[src/rtl/fib_seq_ctrl.sv]
// Fibonacci ROM sequencer: takes a (first_idx, count) job, walks the ROM and streams terms over valid/ready.
// Optional macro FIB_SEQ_WRAP_EN lets the index wrap from LAST_IDX back to 0 instead of rejecting such jobs.
module fib_seq_ctrl (
  input  logic        clk,
  input  logic        rst,
  input  logic        start,
  input  logic [5:0]  first_idx,
  input  logic [5:0]  count,
  output logic [5:0]  rom_rdadr,
  input  logic [23:0] rom_rddat,
  output logic [23:0] out_dat,
  output logic [5:0]  out_idx,
  output logic        out_valid,
  input  logic        out_ready,
  output logic        busy,
  output logic        done,
  output logic        err
);

  localparam logic [5:0] LAST_IDX = 6'd34;

  typedef enum logic [1:0] {
    IDLE  = 2'd0,
    FETCH = 2'd1,
    SEND  = 2'd2,
    DONE  = 2'd3
  } state_t;

  state_t      state_q, state_d;
  logic [5:0]  idx_q, idx_d;
  logic [5:0]  remaining_q, remaining_d;
  logic [23:0] out_dat_q, out_dat_d;
  logic [5:0]  out_idx_q, out_idx_d;
  logic        out_valid_q, out_valid_d;
  logic        err_q, err_d;
  logic        range_ok;
  logic [5:0]  next_idx;

`ifdef FIB_SEQ_WRAP_EN
  assign range_ok = (count != 6'd0) && (first_idx <= LAST_IDX) && (count <= (LAST_IDX + 6'd1));
  assign next_idx = (idx_q == LAST_IDX) ? 6'd0 : (idx_q + 6'd1);
`else
  // Last index of the job computed at 7 bits so first_idx+count cannot overflow.
  logic [6:0] last_job_idx;
  assign last_job_idx = {1'b0, first_idx} + {1'b0, count} - 7'd1;
  assign range_ok     = (count != 6'd0) && (last_job_idx <= {1'b0, LAST_IDX});
  assign next_idx     = idx_q + 6'd1;
`endif

  always_ff @(posedge clk or posedge rst) begin
    if (rst) begin
      state_q     <= IDLE;
      idx_q       <= 6'd0;
      remaining_q <= 6'd0;
      out_dat_q   <= 24'd0;
      out_idx_q   <= 6'd0;
      out_valid_q <= 1'b0;
      err_q       <= 1'b0;
    end else begin
      state_q     <= state_d;
      idx_q       <= idx_d;
      remaining_q <= remaining_d;
      out_dat_q   <= out_dat_d;
      out_idx_q   <= out_idx_d;
      out_valid_q <= out_valid_d;
      err_q       <= err_d;
    end
  end

  always_comb begin
    state_d     = state_q;
    idx_d       = idx_q;
    remaining_d = remaining_q;
    out_dat_d   = out_dat_q;
    out_idx_d   = out_idx_q;
    out_valid_d = out_valid_q;
    err_d       = err_q;
    case (state_q)
      IDLE: begin
        if (start) begin
          if (range_ok) begin
            idx_d       = first_idx;
            remaining_d = count;
            err_d       = 1'b0;
            state_d     = FETCH;
          end else begin
            err_d   = 1'b1;
            state_d = DONE;
          end
        end else begin
          state_d = IDLE;
        end
      end
      FETCH: begin
        out_dat_d   = rom_rddat;
        out_idx_d   = idx_q;
        out_valid_d = 1'b1;
        state_d     = SEND;
      end
      SEND: begin
        // Term is held untouched until the consumer takes it.
        if (out_valid_q && out_ready) begin
          out_valid_d = 1'b0;
          if (remaining_q == 6'd1) begin
            state_d = DONE;
          end else begin
            remaining_d = remaining_q - 6'd1;
            idx_d       = next_idx;
            state_d     = FETCH;
          end
        end else begin
          state_d = SEND;
        end
      end
      DONE: begin
        state_d = IDLE;
      end
      default: begin
        state_d = IDLE;
      end
    endcase
  end

  assign rom_rdadr = idx_q;
  assign out_dat   = out_dat_q;
  assign out_idx   = out_idx_q;
  assign out_valid = out_valid_q;
  assign err       = err_q;
  assign busy      = (state_q != IDLE);
  assign done      = (state_q == DONE);

endmodule

[config.mk]
export PLATFORM = sky130hd
export DESIGN_NAME = fib_seq_ctrl
export DESIGN_NICKNAME = d
export VERILOG_FILES = /design/src/rtl/fib_seq_ctrl.sv
export SDC_FILE = /design/constraint.sdc
export NUM_CORES = 1
export LEC_CHECK = 0
export CORE_MARGIN = 5
export CORE_UTILIZATION = 45
export DETAILED_ROUTE_END_ITERATION = 12
export PLACE_DENSITY = 0.78
export RECOVER_POWER = 50
export SLEW_MARGIN = 15
export SYNTH_ARGS = -nofsm -noshare
export SYNTH_HDL_FRONTEND = slang
export SYNTH_SLANG_ARGS = --single-unit
[constraint.sdc]
create_clock -name clk -period 3.1 [get_ports clk]
set_input_delay 0.31 -clock clk [delete_from_list [all_inputs] [get_ports clk]]
set_output_delay 0.31 -clock clk [all_outputs]
set_load 0.01 [all_outputs]
==> results.json, run 1 <==
{
  "use_met1": 0.243,
  "synth_flops": 46,
  "leakage_nw": 1.67,
  "wl_met1_um": 2620,
  "min_path_type": "in2reg",
  "use_met2": 0.312,
  "p_int_w": 0.00196,
  "setup_ws_ns": 0.127,
  "power-top-group": "combinational cells",
  "numClockSinks": 46,
  "cts_tree": "built",
  "drive_gt1_frac": 0.237,
  "tns_ns": 0,
  "openroad.warnings": 27,
  "synth_stat.cells": 232,
  "fa_ha_area_frac": 0.0783,
  "cpMostUsedCell": "inv_1",
  "path_delay_family": "buffers and inverters",
  "use_met3": 0.0343,
  "failed_checks": "capacitance limit, slew limit",
  "globalplace.congestion": 0.859,
  "powerSeq_w": 0.00109,
  "tightestPinTransition_ns": 1.69,
  "post-place-ws_ns": -0.262,
  "die_area_um2": 7130,
  "maxClockFrequency_ghz": 0.336,
  "num-nets-final": 391,
  "yosysChipArea_um2": 2490,
  "htreeDepth": 2,
  "synthCells": 232,
  "status": "finished with violations",
  "hpwlAfterDp_um": 4950,
  "initial_core_util": 0.458,
  "diodes": 0,
  "viasPerCell": 5.26,
  "fp_nets": 287,
  "crit_slowest_cell": "clkdlybuf4s50_1",
  "rows": 27,
  "netlist_area_um2": 2490,
  "top_layer": "met4",
  "end_kind": "flip-flop",
  "switching_share": 0.355,
  "cts-hold-fix-buffers": 0,
  "yosysWarnings": 0,
  "root_buffer": "clkbuf_8",
  "wl_met3_um": 302,
  "antenna_found_initial": 0,
  "skew_ns": 0.00667,
  "fin_crit_ns": 2.97,
  "power.density_nw_per_um2": 821,
  "grt_pass1_wl_um": 10800,
  "synthToLayoutAreaGrowth_pct": 48.5,
  "area_leaders": "dfrtp_1 46%, mux2_2 14%, ha_1 7.0%",
  "max-cap-violations": 1,
  "antenna_left": 0,
  "hold_viol_final": 0,
  "pg_comb_w": 0.00151,
  "ys_sh_xor": 0.00703,
  "met2WireLength_um": 3370,
  "ys_top_logic_family": "multiplexers",
  "dp_cells": 399,
  "postSynthSeqShare": 0.462,
  "p_sw_w": 0.00108,
  "layout_top_cell": "clkdlybuf4s50_1",
  "top_area_frac": 0.462,
  "cp-start-kind": "input pin",
  "maxSlewViolCount": 47,
  "ys_sh_mux": 0.149,
  "crit_buf_inv": 4,
  "stdcell_count": 409,
  "critical_path_required_ns": 3.28,
  "ff2ff_setup_slack_ns": 0.74,
  "slew_headroom": -0.127,
  "cts_made_buffers": 5,
  "grt.overflow.total": 0,
  "finalCritPeriodShare": 0.959,
  "setup-violations-final": 0,
  "pwr-share-comb": 0.497,
  "cp_slowest_stage_delay_ns": 0.48,
  "crit_type": "in2reg",
  "io_buffer_count": 79,
  "clkPwrFrac": 0.144,
  "cp_max_fo": 6,
  "pg_clk_w": 0.000437,
  "grt_max_degree": 47,
  "grt_pass1_vias": 2262,
  "largest_area_cell": "dfrtp_1",
  "clk_pin_slew_ns": 0.08,
  "drc_errors": 0,
  "dr.pass1.iters": 4,
  "synth.avg_cell_area_um2": 10.7,
  "crit_path_cell_trace": "clkdlybuf4s50_1 -> inv_1 -> ha_4 -> inv_1 -> ha_1 -> a21o_1 -> and3_1 -> or4b_4 -> a22oi_2 -> buf_4 -> o221ai_1 -> o2bb2ai_1",
  "grt.busiest_layer": "met2",
  "first_iter_violations": 110,
  "lay_top_cells": "60 x clkdlybuf4s50_1, 46 x dfrtp_1, 32 x mux2_2",
  "clockBufferDepth": 2,
  "ys_sh_simple": 0.0994,
  "ioPinCount": 80,
  "post_synth_ao_oa_area_fraction": 0.142,
  "seqPwrFrac": 0.359,
  "ys_types": 40,
  "cp.arrival_ns": 3.16
}
run 1: flip-flops by register name, indices dropped and copies added, names as in the netlist:
| register | count |
|---|---|
| state_q | 2 |
| err | 1 |
| out_idx | 6 |
| remaining_q | 6 |
| rom_rdadr | 6 |
| out_dat | 24 |
| out_valid | 1 |
run 1: synthesized netlist by cell type (all sizes together):
cell type  instances
and3               3
clkbuf             8
dfrtp             46
nand2              4
a221oi             1
nor2              14
nor4               2
nand3              5
a22oi              4
a22o               1
ha                14
nor3               6
a221o              1
nand4b             1
o21a               1
buf                2
inv               28
a21oi             14
o211ai             3
nand2b             6
nand4              1
a32o               1
o2bb2ai            6
xor2               2
nor2b              2
o221ai             4
a31oi              5
mux2              32
fa                 1
mux2i              1
a31o               1
a21o               1
and2               2
clkinv             1
or4b               1
o21ai              7
run 1: worst paths after layout:
kind	cells past startpoint	end	from
min	4	rom_rdadr[4]	first_idx[4]
max reg2reg	3	out_dat[6]	state_q[1]
min reg2reg	1	out_dat[19]	out_dat[19]
max	12	remaining_q[3]	count[2]
min in group asynchronous	2	out_dat[23]	rst
max in group asynchronous	2	rom_rdadr[2]	rst
run 1: through the flow:
step	total power [W]	hold WS (ns)	utilization	area (um2)
2_1_floorplan	0.00184	0.395	-	2490
3_3_place_gp	0.00257	0.481	0.648	3520
3_5_place_dp	0.00262	0.491	0.648	3520
4_1_cts	0.00306	0.510	0.668	3630
5_1_grt	0.00327	0.516	0.680	3700
6_report	0.00304	0.501	0.680	3700
run 1: repair_timing:
item                       in CTS  in global routing
setup buffers                   0                  2
gates resized                   0                 10
setup endpoints to repair       0                 12
run 1: final cells by class:
type	instances	area [um2]
clock buffer	5	68.8
inverter	29	109
timing repair buffer	107	1000
fill	406	1740
tap	72	90.1
multi-input combinational	147	1240
clock inverter	3	40.0
sequential	46	1150
Figure 1. Wiring by layer (run 1).
Scale bar: 20 um. Only two layers are drawn.
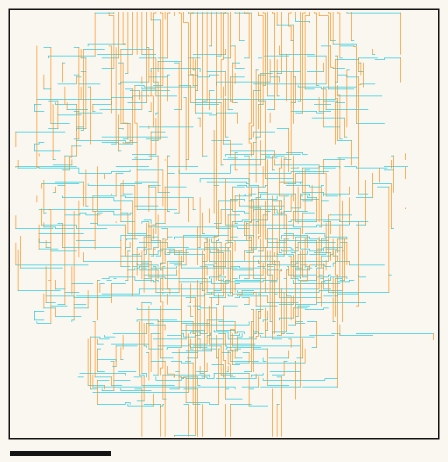
legend:
  met2:
    color: orange
    wire_length: 3,370 um
  met1:
    color: cyan
    wire_length: 2,620 um
via count: 2,150
DR WL/cell: 15.7 um
GR Util All Layers: 0.186
WL final: 6440 um

Figure 2. Floorplan with the power grid (run 1).
Scale bar: 20 um. Pins as bars on the die edge.
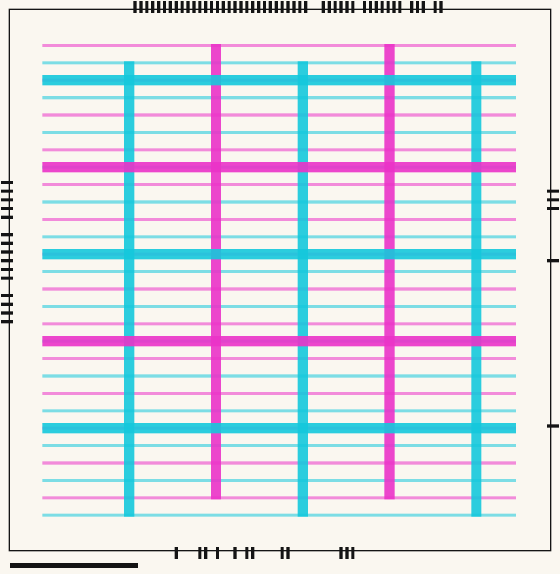
legend:
  VDD:
    color: magenta
  VSS:
    color: cyan
met5 straps: 5
rows: 27
signal pins: 80
Die H: 84.4 um
die width: 84.4 um
VDD IR max: 0.624 mV
core area: 5440 um2

Figure 3. Clock wiring as the flow saved it (run 1).
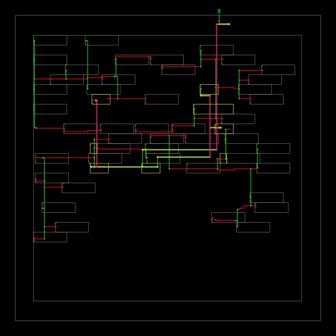
clk_lat worst skew: 0.30 ns
Flop Count: 46

Figure 4. Signal wires on met3 (run 1).
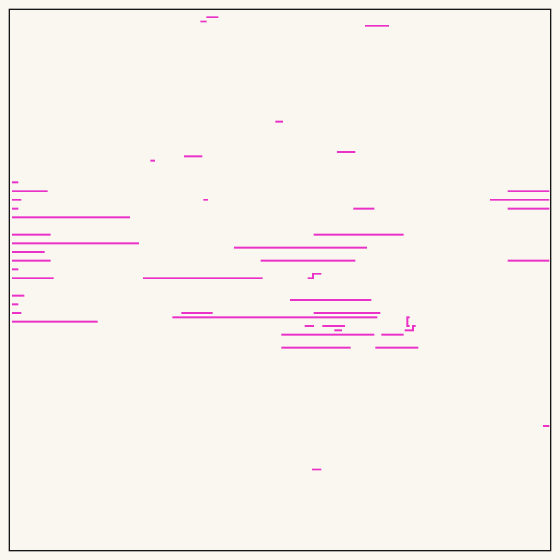
share of all routed wire: 4.7%
longest straight run: 31.7 um

## Run 2: what changed since run 1
--- a/config.mk
+++ b/config.mk
@@ -10,7 +10,6 @@
 export DETAILED_ROUTE_END_ITERATION = 12
 export PLACE_DENSITY = 0.78
 export RECOVER_POWER = 50
-export SLEW_MARGIN = 15
 export SYNTH_ARGS = -nofsm -noshare
 export SYNTH_HDL_FRONTEND = slang
 export SYNTH_SLANG_ARGS = --single-unit
Figure 5. Clock wiring as the flow saved it (run 2).
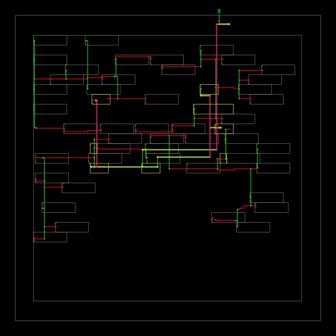
Clk power: 0.000437 W
CTS Sinks: 46
total CTS buffers: 5

==> results.json, run 2 <==
{
  "clk_latency_ns": 0.30,
  "grt_pass1_vias": 2262,
  "regArea_um2": 1150,
  "ys.flop_type": "dfrtp_1",
  "yosysMostFrequentCell": "dfrtp_1",
  "power.density_nw_per_um2": 821,
  "critical_path_required_ns": 3.28,
  "clk_pin_slew_ns": 0.08,
  "max-cap-violations": 1,
  "antenna_found_initial": 0,
  "htreeDepth": 2,
  "setup-violations-final": 0,
  "rows": 27,
  "grt_max_degree": 47,
  "stdcell_count": 409,
  "clockBufferDepth": 2,
  "synth_stat.cells": 232,
  "hold_viol_final": 0,
  "gr-usage-all-layers": 0.186,
  "synthArstFlopShare": 1.00,
  "ioPinCount": 80,
  "ys_types": 40,
  "root_buffer": "clkbuf_8",
  "synthToLayoutAreaGrowth_pct": 48.5,
  "cts_tree": "built",
  "status": "finished with violations",
  "cp-start-kind": "input pin",
  "dr.pass1.iters": 4,
  "maxClockFrequency_ghz": 0.336,
  "skew_ns": 0.00667,
  "maxSlewViolCount": 47,
  "ys_top_logic_family": "multiplexers",
  "grt.overflow.total": 0,
  "cp-endpoint": "remaining_q[3]",
  "area_leaders": "dfrtp_1 46%, mux2_2 14%, ha_1 7.0%",
  "path_depth": 12,
  "worst-r2r-cell-count": 3,
  "peakVddDrop_mv": 0.624,
  "drive_gt1_frac": 0.237,
  "cp.arrival_ns": 3.16,
  "openroad.warnings": 27,
  "largest_reg_flops": 24,
  "end_kind": "flip-flop",
  "setup_ws_ns": 0.127,
  "antenna_left": 0,
  "common_cells": "46 x dfrtp_1, 32 x mux2_2, 28 x inv_1",
  "tightestPinTransition_ns": 1.69,
  "cp_max_fo": 6,
  "die_area_um2": 7130,
  "io_buffer_count": 79,
  "num-nets-final": 391,
  "synthCells": 232,
  "yosysWarnings": 0,
  "ff2ff_setup_slack_ns": 0.74,
  "post_synth_ao_oa_area_fraction": 0.142,
  "layout_top_cell": "clkdlybuf4s50_1",
  "hpwlAfterDp_um": 4950,
  "grt_pass1_wl_um": 10800,
  "finalCritPeriodShare": 0.959,
  "failed_checks": "capacitance limit, slew limit",
  "lay_top_cells": "60 x clkdlybuf4s50_1, 46 x dfrtp_1, 32 x mux2_2",
  "viasPerCell": 5.26,
  "rr_startpoint": "state_q[1]",
  "synth.avg_cell_area_um2": 10.7,
  "path_delay_family": "buffers and inverters",
  "fin_crit_ns": 2.97,
  "die_w_um": 84.4,
  "worstReg2RegEnd": "out_dat[6]",
  "crit_buf_inv": 4,
  "synth_flops": 46,
  "min_path_type": "in2reg",
  "top_area_frac": 0.462,
  "largest_area_cell": "dfrtp_1",
  "ys_sh_simple": 0.0994,
  "netlist_area_um2": 2490,
  "fp_nets": 287,
  "drc_errors": 0,
  "crit_type": "in2reg"
}
## run 2: worst min path at each step
stage | startpoint | to | slack [ns] | cells after the start
floorplan | out_ready | out_valid | 0.39 | 1
global placement | remaining_q[5] | remaining_q[5] | 0.48 | 1
detailed placement | remaining_q[5] | remaining_q[5] | 0.49 | 1
CTS | remaining_q[5] | remaining_q[5] | 0.51 | 1
global route | first_idx[4] | rom_rdadr[4] | 0.52 | 4
finish | first_idx[4] | rom_rdadr[4] | 0.50 | 4
## run 2: timing repair
| action | CTS | global route |
|---|---|---|
| setup endpoints to repair | 0 | 12 |
| hold buffers | 0 | 0 |
| setup buffers | 0 | 2 |
| resized | 0 | 10 |
## run 2: where the power goes
group          total (W)  switching (W)  internal, W  leakage, nW
Sequential       0.00109       0.000214     0.000878        0.560
Clock           0.000437       0.000199     0.000237       0.0579
Combinational    0.00151       0.000667     0.000844         1.05
Total            0.00304        0.00108      0.00196         1.67
## run 2: stage by stage
stage / setup TNS [ns] / area, um2 / utilization
3_5_place_dp: -2.64 / 3520 / 0.648
2_1_floorplan: 0 / 2490 / -
3_3_place_gp: -2.14 / 3520 / 0.648
4_1_cts: 0 / 3630 / 0.668
5_1_grt: -0.00580 / 3700 / 0.680
6_report: 0 / 3700 / 0.680
## run 2: per-layer routing
metal	vias up	share of wire	track usage
met3	13	0.047	0.0343
met2	65	0.52	0.312
met5	-	0	0
met1	1041	0.41	0.243
li1	1031	-	-
met4	0	0.022	0.0633
## run 2: area by class of cell
cell class	count	area share
flip-flops and latches	46	0.311
multi-input cells	147	0.335
repair buffers	107	0.271
clock inverters	3	0.0108
well taps	72	0.0243
clock buffers	5	0.0186
inverters	29	0.0294
Figure 6. Signal wires on met3 (run 2).
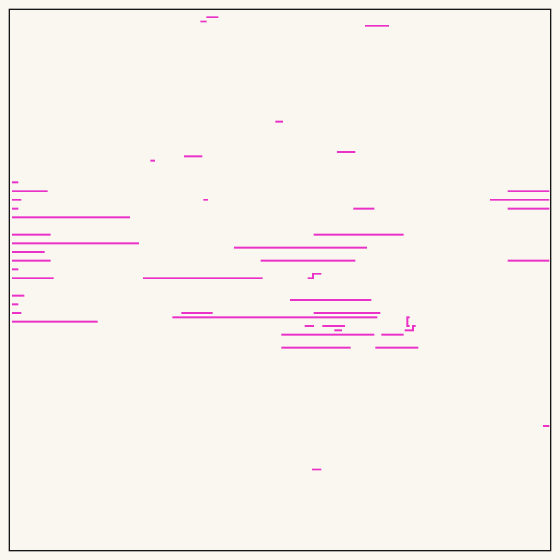

## Run 3: what changed since run 2
--- a/config.mk
+++ b/config.mk
@@ -6,9 +6,8 @@
 export NUM_CORES = 1
 export LEC_CHECK = 0
 export CORE_MARGIN = 5
-export CORE_UTILIZATION = 45
+export CORE_UTILIZATION = 30
 export DETAILED_ROUTE_END_ITERATION = 12
-export PLACE_DENSITY = 0.78
 export RECOVER_POWER = 50
 export SYNTH_ARGS = -nofsm -noshare
 export SYNTH_HDL_FRONTEND = slang
Figure 7. Signal wires on met3 (run 3).
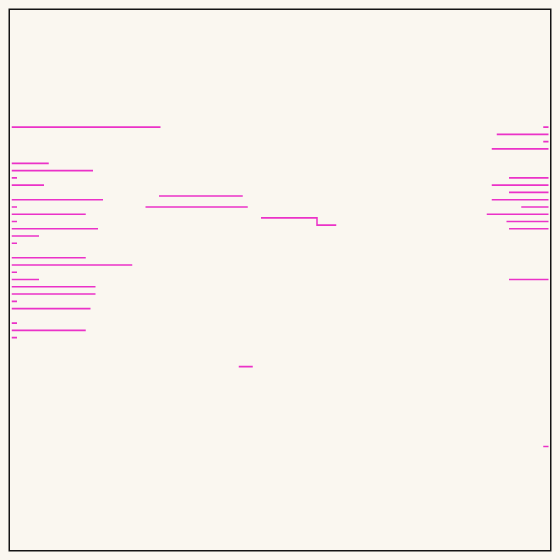
longest straight run: 27.6 um
main direction: horizontal
nets with wire on the layer: 39
wire length on this layer: 358 um
share of all routed wire: 5.6%

==> results.json, run 3 <==
{
  "status": "finished with violations",
  "failed_checks": "capacitance limit, slew limit",
  "holdPathEnd": "rom_rdadr[5]",
  "htreeDepth": 2,
  "vias": 2097,
  "grt.busiest_layer": "met2",
  "cts_tree": "built",
  "clockBufferDepth": 2,
  "largest_reg_flops": 24,
  "antenna_left": 0,
  "first_iter_violations": 57,
  "core_area_um2": 8180,
  "met2WireLength_um": 3220,
  "maxSlewViolCount": 47,
  "wl_um": 6430,
  "cp-start-kind": "input pin",
  "num-nets-final": 388,
  "worst-r2r-cell-count": 4,
  "path_delay_family": "buffers and inverters",
  "fill_cells": 794,
  "grt_pass1_wl_um": 10600,
  "die_w_um": 101,
  "cts-hold-fix-buffers": 0,
  "diodes": 0,
  "drive_gt1_frac": 0.231,
  "hp-start": "first_idx[5]",
  "setup_ws_ns": 0.107,
  "end_kind": "flip-flop",
  "fp_nets": 287,
  "root_buffer": "clkbuf_8",
  "synth_stat.cells": 232,
  "synthCells": 232,
  "slew_headroom": -0.172,
  "hpwlAfterDp_um": 4890,
  "die_h_um": 101,
  "grt_pass1_vias": 2221,
  "fin_crit_ns": 2.99,
  "crit_slowest_cell": "clkdlybuf4s50_1",
  "finalCritPeriodShare": 0.966,
  "hold_viol_final": 0,
  "globalplace.congestion": 0.777,
  "clk_pin_slew_ns": 0.09,
  "top_area_frac": 0.462,
  "postSynthSeqShare": 0.462,
  "ys_types": 40,
  "grt_max_degree": 47,
  "tightestPinTransition_ns": 1.76,
  "crit_type": "in2reg",
  "rr_startpoint": "state_q[1]",
  "use_met2": 0.211,
  "ff2ff_setup_slack_ns": 0.96,
  "ys.flop_type": "dfrtp_1",
  "wl_per_cell_um": 14.7,
  "path_depth": 13,
  "synthArstFlopShare": 1.00,
  "crit_start": "count[2]",
  "lay_top_cells": "58 x clkdlybuf4s50_1, 46 x dfrtp_1, 32 x mux2_2",
  "maxClockFrequency_ghz": 0.334,
  "peakVddDrop_mv": 0.368,
  "viasPerCell": 4.78,
  "antenna_found_initial": 0,
  "crit_path_cell_trace": "clkdlybuf4s50_1 -> inv_1 -> ha_4 -> inv_1 -> ha_1 -> a21o_1 -> and3_1 -> or4b_4 -> a22oi_2 -> buf_4 -> buf_4 -> o211ai_1 -> o2bb2ai_1",
  "grt.overflow.total": 0,
  "clk_latency_ns": 0.29,
  "cp.arrival_ns": 3.17,
  "common_cells": "46 x dfrtp_1, 32 x mux2_2, 28 x inv_1",
  "min_path_type": "in2reg",
  "crit_buf_inv": 5,
  "setup-violations-final": 0,
  "top_layer": "met4",
  "dr.pass1.iters": 4,
  "yosysChipArea_um2": 2490,
  "finish.utilization": 0.454,
  "synth.avg_cell_area_um2": 10.7,
  "power.density_nw_per_um2": 793,
  "rows": 33,
  "use_met3": 0.0386,
  "yosysWarnings": 0,
  "post-place-ws_ns": -0.308,
  "layout_top_cell": "clkdlybuf4s50_1",
  "cts_made_buffers": 5,
  "openroad.warnings": 27,
  "ioPinCount": 80,
  "gr-usage-all-layers": 0.128,
  "skew_ns": 0.00616,
  "netlist_area_um2": 2490,
  "largest_area_cell": "dfrtp_1",
  "synth-edff-count": 0,
  "area_leaders": "dfrtp_1 46%, mux2_2 14%, ha_1 7.0%",
  "synth_flops": 46,
  "initial_core_util": 0.305,
  "cp-endpoint": "rom_rdadr[4]",
  "die_area_um2": 10200,
  "critical_path_required_ns": 3.28,
  "wl_met1_um": 2840,
  "drc_errors": 0,
  "max-cap-violations": 1,
  "hold_depth": 3,
  "wl_met3_um": 357,
  "use_met1": 0.170,
  "numClockSinks": 46,
  "worstReg2RegEnd": "rom_rdadr[1]",
  "synthToLayoutAreaGrowth_pct": 49.0,
  "io_buffer_count": 79,
  "cp_max_fo": 4,
  "leakage_nw": 1.66,
  "yosysMostFrequentCell": "dfrtp_1",
  "cp_slowest_stage_delay_ns": 0.49
}
## run 3: cell counts after synthesis
No cell type changed its count.
## run 3: layout make-up
| type | instances | area [um2] | share of cell area |
|---|---|---|---|
| inverters | 29 | 109 | 0.0293 |
| repair buffers | 104 | 990 | 0.267 |
| multi-input cells | 147 | 1240 | 0.334 |
| clock inverters | 1 | 5.00 | 0.00135 |
| well taps | 105 | 131 | 0.0354 |
| flip-flops and latches | 46 | 1150 | 0.310 |
| clock buffers | 7 | 86.3 | 0.0232 |
## run 3: cell families after synthesis
family	synth area share
muxes	0.149
and+or+nand+nor	0.0994
AOI/OAI and AO/OA	0.142
xor gates and xnor gates	0.00703
buffers and inverters	0.0633
adders and majority gates	0.0783
DFF	0.462
## run 3: where the power goes
| part | switching (W) | total [W] | internal (W) |
|---|---|---|---|
| combinational | 0.000646 | 0.00148 | 0.000830 |
| sequential | 0.000210 | 0.00109 | 0.000878 |
| clock | 0.000200 | 0.000380 | 0.000180 |
## run 3: repair_timing
action / in CTS / in global routing
setup buffers: 0 / 1
setup endpoints to repair: 0 / 13
resized: 0 / 11
## run 3: stage by stage
| stage | cells | cell area [um2] | total power, W | TNS, ns | hold WS, ns |
|---|---|---|---|---|---|
| after global placement | 430 | 3550 | 0.00258 | -2.49 | 0.487 |
| after CTS | 438 | 3640 | 0.00300 | 0 | 0.507 |
| after global routing | 439 | 3710 | 0.00317 | -0.00226 | 0.421 |
| after floorplan | 232 | 2490 | 0.00184 | 0 | 0.395 |
| after detailed placement | 430 | 3550 | 0.00261 | -3.37 | 0.483 |
| final | 439 | 3710 | 0.00294 | 0 | 0.366 |
Power figures rest on the tool's default switching activity, not on a simulated workload.
